Run 1, met2 routing:
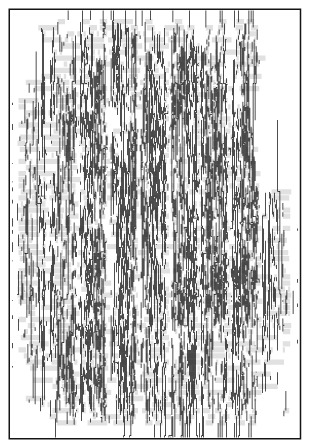
Run 1, selected gate families:
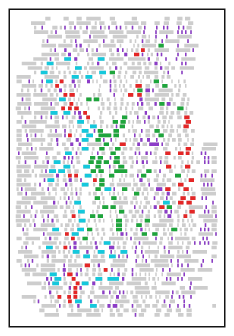
Run 1, M3 wires:
Scale bar: 50 um.
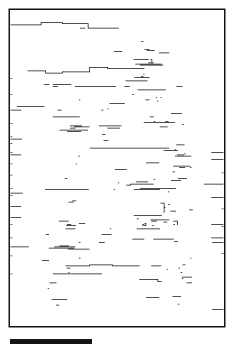
## src/rtl/rad4_booth_seq_mul.sv

```systemverilog
// Sequential radix-4 Booth multiplier: one Booth digit per clock, returns a P_W-bit product slice.
// Optional round-half-up of the slice when RAD4_SEQ_ROUND_EN is defined.
module rad4_booth_seq_mul #(
  parameter int unsigned X_W   = 32,
  parameter int unsigned Y_W   = 11,
  parameter int unsigned P_W   = 32,
  parameter int unsigned P_LSB = 10
) (
  input  logic           clk,
  input  logic           rst_n,
  input  logic           in_valid,
  output logic           in_ready,
  input  logic [X_W-1:0] x,
  input  logic [Y_W-1:0] y,
  output logic           out_valid,
  input  logic           out_ready,
  output logic [P_W-1:0] p
);

  localparam int unsigned N     = (Y_W + 1) / 2;
  localparam int unsigned YS_W  = 2 * N;
  localparam int unsigned YQ_W  = YS_W + 1;
  localparam int unsigned ACC_W = X_W + 2 * N + 1;
  localparam int unsigned CNT_W = (N > 1) ? $clog2(N) : 1;

`ifdef RAD4_SEQ_ROUND_EN
  localparam logic [ACC_W-1:0] RoundConst =
      (P_LSB > 0) ? (ACC_W'(1) << ((P_LSB > 0) ? (P_LSB - 1) : 0)) : '0;
`else
  localparam logic [ACC_W-1:0] RoundConst = '0;
`endif

  typedef enum logic [1:0] {StIdle, StBusy, StDone} state_e;

  state_e           state_q, state_d;
  logic [ACC_W-1:0] acc_q, acc_d;
  logic [X_W-1:0]   x_q, x_d;
  logic [YQ_W-1:0]  y_q, y_d;
  logic [CNT_W-1:0] cnt_q, cnt_d;
  logic [P_W-1:0]   p_q, p_d;

  logic             dig_zero, dig_neg, dig_two;
  logic [ACC_W-1:0] x_ext, mag, term, sum, sum_rnd;

  // y_q is shifted right two bits per digit, so the current triplet is always y_q[2:0].
  always_comb begin
    dig_zero = 1'b0;
    dig_neg  = 1'b0;
    dig_two  = 1'b0;
    unique case (y_q[2:0])
      3'b000, 3'b111: dig_zero = 1'b1;
      3'b001, 3'b010: begin end
      3'b011:         dig_two = 1'b1;
      3'b100: begin
        dig_neg = 1'b1;
        dig_two = 1'b1;
      end
      3'b101, 3'b110: dig_neg = 1'b1;
      default: begin end
    endcase
  end

  always_comb begin
    x_ext   = ACC_W'($signed(x_q));
    mag     = dig_two ? (x_ext << 1) : x_ext;
    term    = dig_zero ? '0 : (dig_neg ? (~mag + ACC_W'(1)) : mag);
    sum     = acc_q + (term << {cnt_q, 1'b0});
    sum_rnd = sum + RoundConst;
  end

  always_comb begin
    state_d = state_q;
    acc_d   = acc_q;
    x_d     = x_q;
    y_d     = y_q;
    cnt_d   = cnt_q;
    p_d     = p_q;
    unique case (state_q)
      StIdle: begin
        if (in_valid) begin
          x_d     = x;
          y_d     = {YS_W'($signed(y)), 1'b0};
          acc_d   = '0;
          cnt_d   = '0;
          state_d = StBusy;
        end
      end
      StBusy: begin
        acc_d = sum;
        y_d   = y_q >> 2;
        cnt_d = cnt_q + 1'b1;
        if (cnt_q == CNT_W'(N - 1)) begin
          p_d     = P_W'(sum_rnd >> P_LSB);
          state_d = StDone;
        end
      end
      StDone: begin
        if (out_ready) begin
          state_d = StIdle;
        end
      end
      default: state_d = StIdle;
    endcase
  end

  always_ff @(posedge clk or negedge rst_n) begin
    if (!rst_n) begin
      state_q <= StIdle;
      acc_q   <= '0;
      x_q     <= '0;
      y_q     <= '0;
      cnt_q   <= '0;
      p_q     <= '0;
    end else begin
      state_q <= state_d;
      acc_q   <= acc_d;
      x_q     <= x_d;
      y_q     <= y_d;
      cnt_q   <= cnt_d;
      p_q     <= p_d;
    end
  end

  assign in_ready  = (state_q == StIdle);
  assign out_valid = (state_q == StDone);
  assign p         = p_q;

endmodule

```

## config.mk

```make
export PLATFORM = sky130hd
export DESIGN_NAME = rad4_booth_seq_mul
export DESIGN_NICKNAME = d
export VERILOG_FILES = /design/src/rtl/rad4_booth_seq_mul.sv
export SDC_FILE = /design/constraint.sdc
export NUM_CORES = 1
export LEC_CHECK = 0
export CAP_MARGIN = 20
export CELL_PAD_IN_SITES_DETAIL_PLACEMENT = 1
export CELL_PAD_IN_SITES_GLOBAL_PLACEMENT = 1
export CORE_ASPECT_RATIO = 1.5
export CORE_MARGIN = 3
export CORE_UTILIZATION = 45
export CTS_BUF_LIST = sky130_fd_sc_hd__clkbuf_16
export DETAILED_ROUTE_END_ITERATION = 7
export GPL_ROUTABILITY_DRIVEN = 0
export PLACE_DENSITY = 0.83
export SKIP_CTS_REPAIR_TIMING = 1
export SLEW_MARGIN = 20
export SYNTH_ARGS = -nofsm -noshare
export SYNTH_HDL_FRONTEND = slang
export SYNTH_SLANG_ARGS = --single-unit
```

## constraint.sdc

```tcl
create_clock -name clk -period 8.75 [get_ports clk]
set_input_delay 1.3125 -clock clk [delete_from_list [all_inputs] [get_ports clk]]
set_output_delay 1.3125 -clock clk [all_outputs]
set_load 0.02 [all_outputs]
```

==> run_results.csv, run 1 <==
group,metric,value,unit
logic_synthesis,ys_cells,1345,
detailed_routing,route.top_layer_used,"met4",
setup_path,crit_path_top_delay_cell,"dfrtp_1",
floorplanning,die_area,24840,sq um
global_routing,grt_pass1_vias,10660,
min_path,worst_hold_path_type,"register to register",
logic_synthesis,ys_area,10330,sq um
setup_path,arrival,7.90,ns
finish,final_layout_top_logic_cells,"nand2_1, o21ai_0, dfrtp_1",
clock_tree,cts_tree,"built",
setup_path,r2r_start,"y_q[1]$_DFFE_PN0P_",
outcome,outcome,"finished, final reports clean",
logic_synthesis,top_cells_by_count,"nand2_1, o21ai_0, dfrtp_1, nor2_1, clkbuf_1",
global_routing,antenna_found_initial,0,
clock_tree,root_buffer,"clkbuf_16",
logic_synthesis,ys_types,73,
setup_path,slowest_delay,0.68,ns
logic_synthesis,syn_inst,1345,
logic_synthesis,fp_nets,1442,
detailed_routing,drt_pass1_iterations,5,
detailed_routing,post_drt_wl_per_cell,20.51,um
global_routing,overflow,0,
setup_path,worst_r2r_endpoint,"p[31]$_DFFE_PN0P_",
clock_tree,cts-buffers-inserted,17,
detailed_routing,drt_iter0_markers,580,
setup_path,timing.critical_path.buf_inv,1,
setup_path,worstRegToRegCells,25,
logic_synthesis,syn_avg_cell_area,7.679,sq um
clock_tree,htree_levels,4,
finish,drive_gt1_share,5.677,%
detailed_routing,wl_met2,17180,um
min_path,hold_path_end,"p[23]$_DFFE_PN0P_",
finish,diodes,0,
global_routing,met1_usage,32.72,%
global_routing,grt_max_degree,76,
placed_design,dp_slack,1.359,ns
final_timing,clock_skew,0.009142,ns
placed_design,hpwl,24770,um
finish,fin_area,11870,sq um
final_timing,finalHoldViolations,0,
floorplanning,coreArea,22470,sq um
placed_design,dp.cells,1618,
detailed_routing,ant_nets,0,
logic_synthesis,most_common_cell,"nand2_1",
run,drv_cap,0,
clock_tree,clockBufferDepth,2,
final_timing,relSlewSlack,35.75,%
finish,final_core_util,52.81,%
clock_tree,clk_pin_slew,0.06,ns
finish,nNetsFinal,1458,
logic_synthesis,edf_count,0,
setup_path,cp_max_fo,41,
min_path,whs_path_depth,2,
detailed_routing,via_per_inst,6.185,
logic_synthesis,ys_ff,123,
detailed_routing,wl_met1,13860,um
global_routing,track_usage,27.86,%
final_timing,drv_slew,0,
global_routing,grt_pass1_wl,55040,um
setup_path,worstSetupStartpointType,"register",
final_timing,rsz0062_at_grt,"false",
placed_design,numPortBuffers,80,
final_timing,period_minus_slack,7.547,ns
setup_path,worstSetupEndpointType,"register",
floorplanning,die_w,129.7,um
logic_synthesis,ff_type,"dfrtp_1",
logic_synthesis,syn_area,10330,sq um
logic_synthesis,ys_seq_share,29.80,%
logic_synthesis,top_cell_area_share,29.80,%
clock_tree,clk_latency,0.44,ns
final_timing,worst_slack,1.204,ns
logic_synthesis,top_area_cell,"dfrtp_1",
floorplanning,die_h,191.6,um
run,log.warning_count,32,
global_routing,grt_busiest_layer,"met2",
final_timing,period_used_share,86.25,%
clock_tree,clock_sinks,123,
final_timing,fin_tns_setup,0,ns
final_timing,whs,0.4789,ns
finish,synthToLayoutAreaGrowth,14.88,%
logic_synthesis,ys_warn_count,0,
floorplanning,ioPinCount,81,
logic_synthesis,async_flop_share,100.0,%
floorplanning,row_count,67,
final_timing,tightest_slew,0.9638,ns
setup_path,worstPathRequired,9.10,ns
logic_synthesis,synthTopCellsByArea,"dfrtp_1, nand2_1, o21ai_0, ha_1, mux2i_1",
final_timing,timing.fmax,0.1325,GHz
Back to the opening pictures, 'met2 routing':
- share of all routed wire: 51%
- nets with wire on the layer: 1296
- wire length on this layer: 17200 um
met2 GRT Util: 48.63%
DR vias: 10210
routed wire length: 33840 um

Back to the opening pictures, 'selected gate families':
- mux cells: green (cells 63; most used mux2i_1; where middle)
- non-inverting ao/oa cells: red (cells 55; most used a21o_1)
- fa/ha/maj cells: cyan (cells 50; most used ha_1)
- nand cells: purple (cells 298; most used nand2_1; where spread over the die)
most frequent logic cell in the layout: nand2_1
fin cells: 1650
Comb/total area: 57.30%

Back to the opening pictures, 'M3 wires':
- main direction: horizontal
- wire length on this layer: 1100 um
- nets with wire on the layer: 111
global routing usage on met3: 4.221%

-- run 1: worst max path at each step --
stage	from	endpoint	slack, ns	cells after the start
after CTS	y_q[0]$_DFFE_PN0P_	p[31]$_DFFE_PN0P_	1.35	25
after global placement	y_q[0]$_DFFE_PN0P_	p[31]$_DFFE_PN0P_	1.61	25
after detailed placement	y_q[0]$_DFFE_PN0P_	p[31]$_DFFE_PN0P_	1.36	26
after global routing	y_q[1]$_DFFE_PN0P_	p[31]$_DFFE_PN0P_	0.58	25
final	y_q[1]$_DFFE_PN0P_	p[31]$_DFFE_PN0P_	1.20	25
after floorplan	y_q[0]$_DFFE_PN0P_	p[31]$_DFFE_PN0P_	1.84	28
-- run 1: kinds of logic after synthesis --
family / synth area share, %
multiplexers: 6.457
flip-flops: 29.80
AND/OR/NAND/NOR: 23.68
adder cells (fa/ha/maj): 6.130
XOR/XNOR: 6.323
AND-OR/OR-AND: 23.11
buffers and inverters: 4.494
-- run 1: sequential cells by signal (all words and copies together), names as in the netlist --
register	cells
cnt_q	3
p	32
x_q	32
state_q	2
acc_q	42
y_q	12
-- run 1: layout make-up --
class | count | area, sq um
Clock buffer | 17 | 425.4
Inverter | 14 | 52.55
Fill cell | 2774 | 10600
Timing Repair Buffer | 103 | 983.4
Tap cell | 276 | 345.3
Multi-Input combinational cell | 1102 | 6799
Clock inverter | 15 | 181.4
Sequential cell | 123 | 3078
Run 1, where the registers sit:
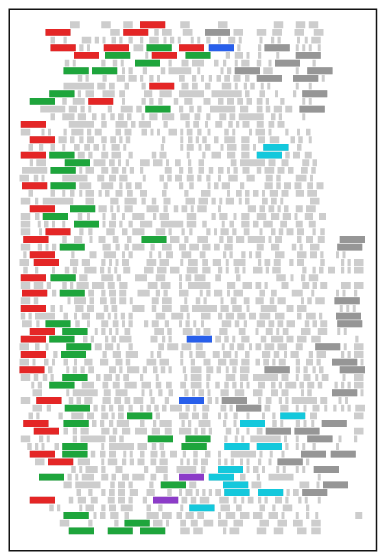

==> run 2: changes to the inputs <==
PLACE_DENSITY = 0.93   (was 0.83)
Run 2, where the registers sit:
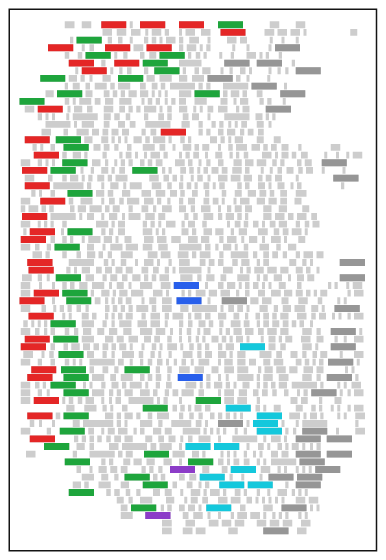
- `p`: red (flops 32)
- `cnt_q`: blue (flops 3)
- `acc_q`: green (flops 42)
- `state_q`: purple (flops 2)
- `y_q`: cyan (flops 12)
final core utilization: 52.56%
flop share of the area: 26.06%

Run 2, M3 wires:
Scale bar: 50 um.
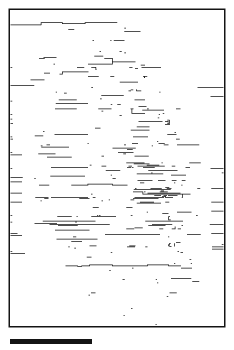
- longest straight run: 36.1 um
- nets with wire on the layer: 145
- wire length on this layer: 1560 um
- main direction: horizontal
global routing usage on met3: 5.368%
DR vias: 10510
routed wire length: 35920 um

Run 2, met2 routing:
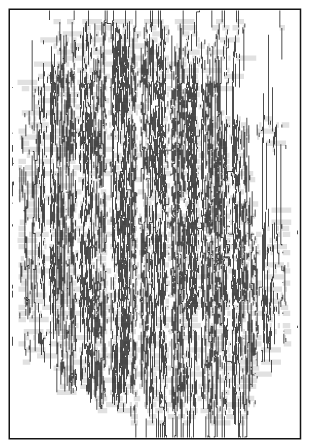
- wire length on this layer: 18300 um
- nets with wire on the layer: 1330
- main direction: vertical
- share of all routed wire: 51%
met2 GRT Util: 52.21%

==> run_results.csv, run 2 <==
group,metric,value,unit
final_timing,fin_tns_setup,0,ns
clock_tree,htree_levels,4,
final_timing,clock_skew,0.01739,ns
setup_path,worstRegToRegCells,24,
logic_synthesis,ys_ff,123,
detailed_routing,drt_pass1_iterations,7,
logic_synthesis,fa_ha_area_share,6.130,%
finish,fin_cells,1649,
finish,synthToLayoutAreaGrowth,14.33,%
final_timing,worst_slack,0.9669,ns
global_routing,met1_usage,33.57,%
detailed_routing,via_per_inst,6.376,
logic_synthesis,synthTopCellsByArea,"dfrtp_1, nand2_1, o21ai_0, ha_1, mux2i_1",
final_timing,drv_slew,0,
placed_design,dp.cells,1617,
finish,largest-register,"acc_q",
logic_synthesis,syn_area,10330,sq um
global_routing,overflow,0,
setup_path,r2r_start,"y_q[0]$_DFFE_PN0P_",
logic_synthesis,top_cell_area_share,29.80,%
logic_synthesis,most_common_cell,"nand2_1",
min_path,hold_path_end,"p[28]$_DFFE_PN0P_",
logic_synthesis,top_cells_by_count,"nand2_1, o21ai_0, dfrtp_1, nor2_1, clkbuf_1",
setup_path,r2r_slack,0.97,ns
clock_tree,clock_sinks,123,
global_routing,grt_pass1_vias,11370,
placed_design,dp_slack,1.315,ns
clock_tree,clk_latency,0.45,ns
setup_path,worstSetupEndpointType,"register",
logic_synthesis,yosys.area_share.simple,23.68,%
final_timing,setup_viol,0,
logic_synthesis,ys_cells,1345,
floorplanning,ioPinCount,81,
final_timing,rsz0062_at_grt,"false",
placed_design,hpwl,24770,um
floorplanning,initCoreUtil,45.97,%
floorplanning,die_w,129.7,um
global_routing,grt_busiest_layer,"met2",
setup_path,critPathKind,"register to register",
clock_tree,root_buffer,"clkbuf_16",
setup_path,worstPathRequired,9.09,ns
detailed_routing,drt_iter0_markers,698,
logic_synthesis,syn_avg_cell_area,7.679,sq um
detailed_routing,post_drt_wl_per_cell,21.78,um
finish,register_area,3078,sq um
final_timing,period_used_share,88.95,%
detailed_routing,ant_nets,0,
floorplanning,coreArea,22470,sq um
setup_path,arrival,8.12,ns
floorplanning,row_count,67,
logic_synthesis,ff_type,"dfrtp_1",
placed_design,numPortBuffers,80,
setup_path,worst_r2r_endpoint,"p[31]$_DFFE_PN0P_",
finish,diodes,0,
logic_synthesis,syn_inst,1345,
logic_synthesis,ys_area,10330,sq um
final_timing,whs,0.4797,ns
clock_tree,cts_tree,"built",
clock_tree,clockBufferDepth,2,
finish,layout_top_cell,"nand2_1",
setup_path,cp_max_fo,23,
final_timing,relSlewSlack,39.26,%
finish,nNetsFinal,1457,
outcome,outcome,"finished, final reports clean",
min_path,worst_hold_path_type,"register to register",
logic_synthesis,fp_nets,1442,
logic_synthesis,logic_family,"simple AND/OR/NAND/NOR gates",
logic_synthesis,top_area_cell,"dfrtp_1",
finish,final_layout_top_logic_cells,"nand2_1, o21ai_0, dfrtp_1",
clock_tree,clk_pin_slew,0.06,ns
logic_synthesis,xor_share,6.323,%
clock_tree,cts-buffers-inserted,17,
logic_synthesis,async_flop_share,100.0,%
logic_synthesis,edf_count,0,
final_timing,tightest_slew,0.9111,ns
final_timing,timing.fmax,0.1285,GHz
final_timing,period_minus_slack,7.783,ns
global_routing,track_usage,29.75,%
run,log.warning_count,32,
min_path,whs_path_depth,2,
setup_path,worstSetupStartpointType,"register",
finish,drive_gt1_share,5.681,%
global_routing,antenna_found_initial,0,
floorplanning,die_area,24840,sq um
global_routing,grt_pass1_wl,58890,um
finish,comb_area,6807,sq um
detailed_routing,drc,0,
global_routing,grt_max_degree,76,
final_timing,finalHoldViolations,0,
floorplanning,die_h,191.6,um
logic_synthesis,ys_sh_aoi,23.11,%
logic_synthesis,ys_seq_share,29.80,%
logic_synthesis,mux_share,6.457,%
logic_synthesis,ys_warn_count,0,
logic_synthesis,ys_types,73,
finish,fin_area,11810,sq um
finish,nFillCells,2784,
run,drv_cap,0,
finish,largest_register_ff_count,42,
run 2: layout make-up:
cell class,instances,share of cell area (%)
clock inverter,15,1.166
sequential,123,26.06
timing repair buffer,102,8.159
tap,276,2.924
multi-input combinational,1102,57.64
inverter,14,0.4450
clock buffer,17,3.602
run 2: worst max-delay path by stage:
stage,startpoint,end,cells after the start
2_1_floorplan,y_q[0]$_DFFE_PN0P_,p[31]$_DFFE_PN0P_,28
3_3_place_gp,y_q[0]$_DFFE_PN0P_,p[31]$_DFFE_PN0P_,24
3_5_place_dp,y_q[0]$_DFFE_PN0P_,p[31]$_DFFE_PN0P_,24
4_1_cts,y_q[0]$_DFFE_PN0P_,p[31]$_DFFE_PN0P_,24
5_1_grt,y_q[0]$_DFFE_PN0P_,p[31]$_DFFE_PN0P_,24
6_report,y_q[0]$_DFFE_PN0P_,p[31]$_DFFE_PN0P_,24
run 2: metal layers:
layer  vias to the layer above  part of all wire [%]  wire, um
li1                       4822                     -         -
met4                         0                   6.0      2140
met5                         -                     0         0
met1                      5188                    39     13930
met3                       146                   4.4      1564
met2                       358                    51     18290
run 2: critical path, cell delays in order, from the launching register on:
cell and delay (ns):
dfrtp_1 0.73, or3b_1 0.70, nand2_1 0.19, mux2i_1 0.21
ha_1 0.24, a21boi_1 0.28, nand2_1 0.22, nor4_2 0.66
nand2b_1 0.22, xnor2_1 0.08, a221oi_1 0.54, mux2i_1 0.21
a21oi_1 0.19, a21oi_1 0.06, ha_1 0.39, a21oi_1 0.20
o21ai_0 0.14, nor2b_1 0.15, a211oi_1 0.35, a211oi_1 0.18
o21ai_0 0.29, a21oi_1 0.16, o41ai_1 0.68, xnor3_1 0.45
o21ai_0 0.16
Run 2, selected gate families:
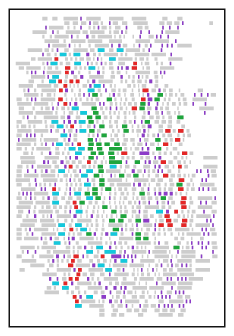

==> run 3: changes to the inputs <==
CORE_UTILIZATION = 40   (was 45)
GPL_TIMING_DRIVEN = 1   (was default)
PLACE_DENSITY = 0.88   (was 0.93)
clock period = 6.29 ns   (was 8.75 ns; I/O delays follow)
Run 3, selected gate families:
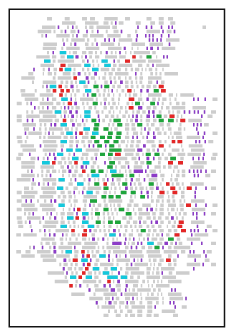
- non-inverting ao/oa cells: red (cells 55; most used a21o_1)
- mux cells: green (cells 63; most used mux2i_1; where middle)
- fa/ha/maj cells: cyan (cells 50; most used ha_1)
- nand cells: purple (cells 298; most used nand2_1; where spread over the die)
Comb/total area: 56.43%
fin cells: 1739

Run 3, congestion heat map:
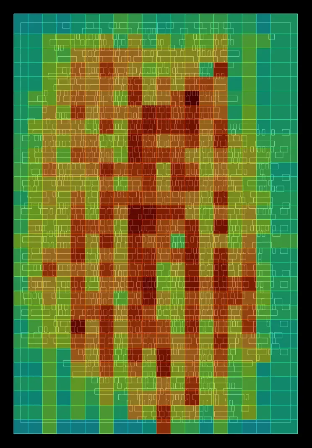
final core utilization: 49.22%
met1 Usage GRT: 29.49%
GRT Total Usage: 24.90%

==> run_results.csv, run 3 <==
group,metric,value,unit
outcome,outcome,"finished, final reports clean",
finish,drive_gt1_share,10.99,%
final_timing,finalHoldViolations,0,
logic_synthesis,ys_ff,123,
setup_path,arrival,6.40,ns
floorplanning,initCoreUtil,40.94,%
logic_synthesis,syn_area,10330,sq um
global_routing,antenna_found_initial,0,
logic_synthesis,top_cell_area_share,29.80,%
floorplanning,row_count,71,
global_routing,grt_pass1_vias,11200,
floorplanning,ioPinCount,81,
logic_synthesis,syn_inst,1345,
setup_path,slowest_delay,0.53,ns
logic_synthesis,top_area_cell,"dfrtp_1",
clock_tree,htree_levels,4,
logic_synthesis,async_flop_share,100.0,%
final_timing,setup_viol,0,
setup_path,critPathKind,"register to register",
final_timing,relSlewSlack,39.46,%
finish,largest_register_ff_count,42,
floorplanning,coreArea,25230,sq um
floorplanning,die_w,137.2,um
floorplanning,die_area,27830,sq um
finish,register_area,3078,sq um
detailed_routing,routed-wl-met3,1212,um
placed_design,numPortBuffers,80,
clock_tree,cts-buffers-inserted,17,
detailed_routing,ant_nets,0,
logic_synthesis,ys_types,73,
global_routing,use_met3,3.619,%
finish,synthToLayoutAreaGrowth,20.23,%
final_timing,period_minus_slack,6.042,ns
logic_synthesis,most_common_cell,"nand2_1",
logic_synthesis,ys_seq_share,29.80,%
finish,largest-register,"acc_q",
final_timing,tightest_slew,0.9082,ns
logic_synthesis,fp_nets,1442,
setup_path,cp_max_fo,5,
global_routing,grt_busiest_layer,"met2",
logic_synthesis,synthTopCellsByArea,"dfrtp_1, nand2_1, o21ai_0, ha_1, mux2i_1",
finish,nNetsFinal,1496,
finish,comb_area,7008,sq um
global_routing,grt_max_degree,76,
setup_path,timing.critical_path.buf_inv,1,
detailed_routing,route.top_layer_used,"met4",
logic_synthesis,top_cells_by_count,"nand2_1, o21ai_0, dfrtp_1, nor2_1, clkbuf_1",
setup_path,worstPathRequired,6.65,ns
clock_tree,root_buffer,"clkbuf_16",
logic_synthesis,ys_cells,1345,
detailed_routing,wl_met1,14320,um
clock_tree,clockBufferDepth,2,
final_timing,worst_slack,0.2475,ns
clock_tree,clk_latency,0.43,ns
logic_synthesis,edf_count,0,
final_timing,timing.fmax,0.1655,GHz
global_routing,grt_pass1_wl,56180,um
logic_synthesis,ff_type,"dfrtp_1",
setup_path,crit_path_top_delay_cell,"or4_1",
clock_tree,clk_pin_slew,0.06,ns
final_timing,drv_slew,0,
logic_synthesis,syn_avg_cell_area,7.679,sq um
clock_tree,clock_sinks,123,
finish,nFillCells,3063,
Run 3, met2 routing:
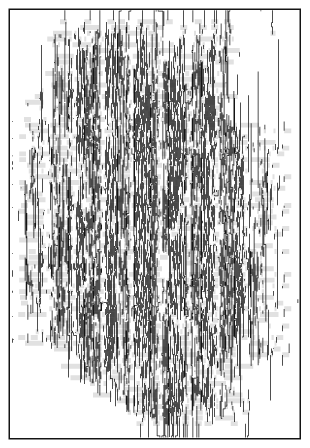
- nets with wire on the layer: 1325
- main direction: vertical
- share of all routed wire: 52%
- longest straight run: 55.1 um
routed wire length: 35080 um
met2 GRT Util: 43.25%

run 3: final timing paths:
kind	startpoint	to	slack, ns	cells past startpoint
min in group asynchronous	rst_n	x_q[24]$_DFFE_PN0P_	0.55	1
min	p[24]$_DFFE_PN0P_	p[24]$_DFFE_PN0P_	0.48	2
max in group asynchronous	rst_n	acc_q[5]$_DFFE_PN0P_	4.35	2
max	y_q[1]$_DFFE_PN0P_	acc_q[41]$_DFFE_PN0P_	0.25	23
max reg2reg	y_q[1]$_DFFE_PN0P_	acc_q[41]$_DFFE_PN0P_	0.25	23
min reg2reg	p[24]$_DFFE_PN0P_	p[24]$_DFFE_PN0P_	0.48	2
run 3: logic make-up after synthesis:
kind of cell | share of synthesized area (%)
and+or+nand+nor | 23.68
AOI/OAI and AO/OA | 23.11
DFF | 29.80
buffers and inverters | 4.494
xor gates and xnor gates | 6.323
muxes | 6.457
adders and majority gates | 6.130
run 3: area by class of cell:
| class | instances | share of cell area [%] |
|---|---|---|
| clock buffers | 17 | 3.426 |
| well taps | 328 | 3.305 |
| repair buffers | 141 | 10.18 |
| inverters | 14 | 0.4232 |
| clock inverters | 14 | 1.451 |
| flip-flops and latches | 123 | 24.79 |
| multi-input cells | 1102 | 56.43 |
run 3: through the flow:
| step | std cells | hold slack [ns] |
|---|---|---|
| after floorplan | 1345 | 0.4463 |
| after global placement | 1696 | 0.4610 |
| after detailed placement | 1696 | 0.4716 |
| after CTS | 1727 | 0.4844 |
| after global routing | 1739 | 0.5272 |
| final | 1739 | 0.4766 |
